`config.mk`:
```
export PLATFORM = sky130hd
export DESIGN_NAME = pc_branch_unit
export DESIGN_NICKNAME = d
export VERILOG_FILES = /design/src/rtl/pc_branch_unit.sv
export SDC_FILE = /design/constraint.sdc
export NUM_CORES = 1
export LEC_CHECK = 0
export ABC_AREA = 1
export CORE_MARGIN = 2
export CORE_UTILIZATION = 54
export CTS_CLUSTER_DIAMETER = 50
export DETAILED_ROUTE_END_ITERATION = 7
export HOLD_SLACK_MARGIN = 0.1
export PLACE_DENSITY = 0.88
export SKIP_LAST_GASP = 1
export SLEW_MARGIN = 20
export SYNTH_ARGS = -nofsm -noshare
export SYNTH_HDL_FRONTEND = slang
export SYNTH_SLANG_ARGS = --single-unit
```
`constraint.sdc`:
```
create_clock -name clk -period 3.2 [get_ports clk]
set_input_delay 0.32 -clock clk [delete_from_list [all_inputs] [get_ports clk]]
set_output_delay 0.32 -clock clk [all_outputs]
set_load 0.02 [all_outputs]
```
`src/rtl/pc_branch_unit.sv`:
```
// pc_branch_unit: program counter register and branch resolution stage.
// Picks the next PC from JALR, JAL, conditional branch or sequential flow.
// A small BOOT/RUN/TRAP FSM sends misaligned redirect targets to TRAP_VECTOR.
// Optional feature macro: BRANCH_STATS_EN adds saturating branch/taken counters.
module pc_branch_unit #(
  parameter logic [31:0] RESET_PC    = 32'h0000_0000,
  parameter logic [31:0] TRAP_VECTOR = 32'h0000_0040
) (
  input  logic        clk,
  input  logic        reset,
  input  logic        stall,
  input  logic        branch,
  input  logic [2:0]  branch_type,
  input  logic        jump,
  input  logic        jalr,
  input  logic [31:0] imm,
  input  logic [31:0] alu_result,
  input  logic        alu_zero,
  output logic [31:0] pc,
  output logic [31:0] pc_plus4,
  output logic        instr_valid,
  output logic        taken,
  output logic        trap,
`ifdef BRANCH_STATS_EN
  output logic [31:0] branch_count,
  output logic [31:0] taken_count,
`endif
  output logic [31:0] bad_addr
);

  typedef enum logic [1:0] {BOOT, RUN, TRAP} state_t;
  state_t state;

  logic        br_cond;
  logic        br_taken;
  logic        redirect;
  logic [31:0] target;
  logic        misaligned;
  logic        advance;

  assign pc_plus4 = pc + 32'd4;

  // Condition from funct3; the undefined encodings never take the branch.
  always_comb begin
    br_cond = 1'b0;
    case (branch_type)
      3'b000:         br_cond = alu_zero;
      3'b001:         br_cond = ~alu_zero;
      3'b100, 3'b110: br_cond = alu_result[0];
      3'b101, 3'b111: br_cond = ~alu_result[0];
      default:        br_cond = 1'b0;
    endcase
  end

  assign br_taken = branch & br_cond;

  // Target priority: jalr > jump > taken branch. Sequential flow is not a redirect.
  always_comb begin
    target   = pc + imm;
    redirect = 1'b0;
    if (jalr) begin
      target   = {alu_result[31:1], 1'b0};
      redirect = 1'b1;
    end else if (jump || br_taken) begin
      target   = pc + imm;
      redirect = 1'b1;
    end
  end

  assign misaligned = redirect & target[1];
  assign advance    = (state == RUN) & ~stall;

  // PC register, FSM and registered status outputs.
  always_ff @(posedge clk) begin
    if (reset) begin
      pc          <= RESET_PC;
      state       <= BOOT;
      instr_valid <= 1'b0;
      taken       <= 1'b0;
      trap        <= 1'b0;
      bad_addr    <= 32'd0;
    end else begin
      taken <= 1'b0;
      trap  <= 1'b0;
      case (state)
        BOOT, TRAP: begin
          // The PC already holds the reset/trap vector; just start issuing.
          state       <= RUN;
          instr_valid <= 1'b1;
        end
        RUN: begin
          if (!stall) begin
            if (misaligned) begin
              pc          <= TRAP_VECTOR;
              bad_addr    <= target;
              trap        <= 1'b1;
              state       <= TRAP;
              instr_valid <= 1'b0;
            end else if (redirect) begin
              pc    <= target;
              taken <= 1'b1;
            end else begin
              pc <= pc_plus4;
            end
          end
        end
        default: begin
          state       <= BOOT;
          instr_valid <= 1'b0;
        end
      endcase
    end
  end

`ifdef BRANCH_STATS_EN
  // Saturating counts of resolved conditional branches and of those taken.
  always_ff @(posedge clk) begin
    if (reset) begin
      branch_count <= 32'd0;
      taken_count  <= 32'd0;
    end else if (advance && branch) begin
      if (branch_count != 32'hFFFF_FFFF) branch_count <= branch_count + 32'd1;
      if (br_cond && taken_count != 32'hFFFF_FFFF) taken_count <= taken_count + 32'd1;
    end
  end
`endif

endmodule

```
==> flow_summary.ini <==
; synthesis and place-and-route metrics
[status]
status = finished, final reports clean

[synth]
avgSynthCellArea_um2 = 5.727
synthTopCellsByCount = 360 x nand2_1, 179 x inv_1, 108 x nand3_1, 92 x nor2_1, 70 x a21oi_1
ys_seq_share_pct = 21.12
async_flop_share_pct = 0
syn_inst = 1109
synth_flops = 67
ys_types = 47
ys_chip_area_um2 = 6351
most_common_cell = nand2_1
synth_warnings = 0
syn-cell-area_um2 = 6351
top_area_share_pct = 21.28
yosysTopAreaCell = nand2_1
ys_cells = 1109

[worst_setup_path]
critPathTopFamily = simple AND/OR/NAND/NOR gates
crit_path_max_fanout = 8
critPathArrivalTime_ns = 2.77
crit_buf_inv = 2
rr_endpoint = pc[9]
required_ns = 2.88
slowest_delay_ns = 0.67
critPathCaptureType = output pin
rrSetupSlack_ns = 0.67
r2r-start = pc[4]
r2r_cells = 12
critPathKind = flip-flop to output pin
crit_path_cell_trace = nand3_2 -> nor2_2 -> inv_2 -> nor3_4 -> nand4_1 -> xor2_1 -> clkdlybuf4s50_1
endpoint = pc_plus4[17]
cp-start-kind = flip-flop
startpoint = pc[4]

[detailed_routing]
via_per_inst = 5.533
drtPass1Iterations = 6
drc_errors = 0
drt_iter0_markers = 962

[grt]
antenna_found_initial = 0
grt-ovfl-total = 0
grt_pass1_wl_um = 35650

[layout]
clock_area_share_pct = 3.996
flop-count = 67
antenna_cells = 0
sh_comb_area_pct = 48.57
lay_top_cells = 360 x nand2_1, 179 x inv_1, 170 x clkdlybuf4s50_1, 108 x nand3_1, 92 x nor2_1
areaGrowthSynthToFinish_pct = 33.12
fillers = 987
mostFrequentLayoutCell = nand2_1
clock_buffers = 11
drive_gt1_share_pct = 5.035
bufAreaShareNonClock_pct = 21.07
seq-cell-share_pct = 15.89
logic_gates = 821
buffers = 179

[hold_path]
hold_start = bad_addr[2]
hold_depth = 2
hold_end = bad_addr[2]
hold_path_class = flip-flop to flip-flop

[final_timing]
rsz0062_at_grt = false
finalSetupTns_ns = 0
maxSlewHeadroom_pct = 33.80
worst_pin_slew_ns = 0.9919
finalMaxSlewViolations = 0
post-route-period-util_pct = 96.61

[placement]
post-dp-hpwl_um = 18040
gpl.final_weighted_congestion = 0.9623
place_ws_ns = 0.4910

[clocking]
insertion_delay_ns = 0.35
clkSinkCount = 67
numCtsBuffers = 9
clk_pin_slew_worst_paths_ns = 0.06
cts_buffer_depth = 2
cts_hold_buf = 0
cts_root_buffer = clkbuf_16

[power_and_ir_drop]
p_leak_nw = 4.183
pwr_density_cell_nw_per_um2 = 340.4

[floorplan]
fp_util_pct = 55.38
fp.dieW_um = 112.5
core_um2 = 11470
die_y_um = 112.5
tap-cell-count = 143
io_pins = 173
std_cell_rows = 39

[flow_run]
max-cap-violations = 0
warnings = 26
-- report_power, final --
part | internal (W) | switching (W) | leakage, nW
logic | 0.000338 | 0.000490 | 3.48
clock network | 0.000727 | 0.000394 | 0.162
registers | 0.000876 | 0.0000538 | 0.546
total | 0.00194 | 0.000937 | 4.18
-- worst reg2reg max path, stage by stage (launching register included) --
cell and delay [ns]:
dfxtp_1 0.59, ha_1 0.36, nand2_1 0.09, nand2_1 0.08
nor2_1 0.10, o21ai_1 0.12, nand2_1 0.09, nand2_1 0.13
or2_2 0.30, nand3_1 0.22, nand2_1 0.13, o21ai_1 0.13
a21oi_1 0.07
-- stage by stage --
step	hold WS (ns)	total power [W]	util [%]	instances	cell area (um^2)
floorplan	0.4927	0.001408	-	1110	6355
global placement	0.4505	0.001742	70.76	1398	8114
detailed placement	0.4574	0.001748	70.76	1398	8114
CTS	0.4731	0.002852	73.70	1414	8452
global route	0.4917	0.002980	73.73	1414	8454
finish	0.4723	0.002877	73.73	1414	8454
-- cell families after synthesis --
group	share of synthesized area (%)
and+or+nand+nor	41.75
buffers and inverters	14.28
AOI/OAI and AO/OA	13.42
DFF	21.12
adders and majority gates	6.304
xor gates and xnor gates	2.758
muxes	0.3152
other	0.05904
-- registers in the layout (all words and copies together), names as in the netlist --
signal       cells
bad_addr        32
instr_valid      1
pc              31
state            1
taken            1
trap             1
-- repair_timing --
action	4_1_cts	5_1_grt
resized	0	2
setup buffers	0	0
setup endpoints to repair	0	1
-- metal layers --
metal	vias to the layer above	routed length (um)	part of all wire (%)	global-route usage, %
li1	3837	-	-	-
met1	3486	10050	44	50.10
met2	438	9746	43	54.54
met3	62	2279	10	6.048
met4	0	801	3.5	12.52
met5	-	0	0	0
Fig. 1: metal layers overlaid
Drawn at 3 px/um. Two of the layers only.
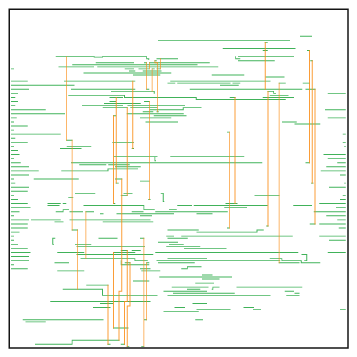
legend:
  met3:
    color: green
    wire_length: 2280 um
  met4:
    color: orange
    wire_length: 801 um
final wirelength: 22870 um
Tot GR Track Use: 35.44%
drt wl/cell: 16.18 um

Fig. 2: metal 1
Drawn at 3 px/um. Supply wires on this layer in gray.
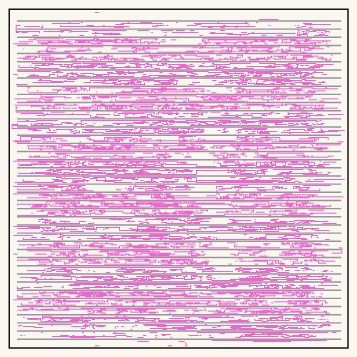
nets with wire on the layer: 1267
wire length on this layer: 10000 um
share of all routed wire: 44%
main direction: horizontal
GRT met1 Usage: 50.10%
routed vias: 7823

Fig. 3: routing congestion map
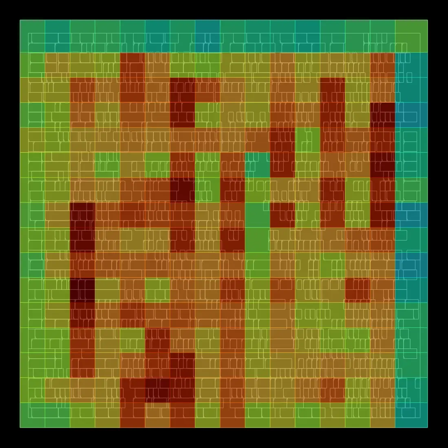
fin util: 73.73%
busiest grt layer: met2

Power figures rest on the tool's default switching activity, not on a simulated workload.
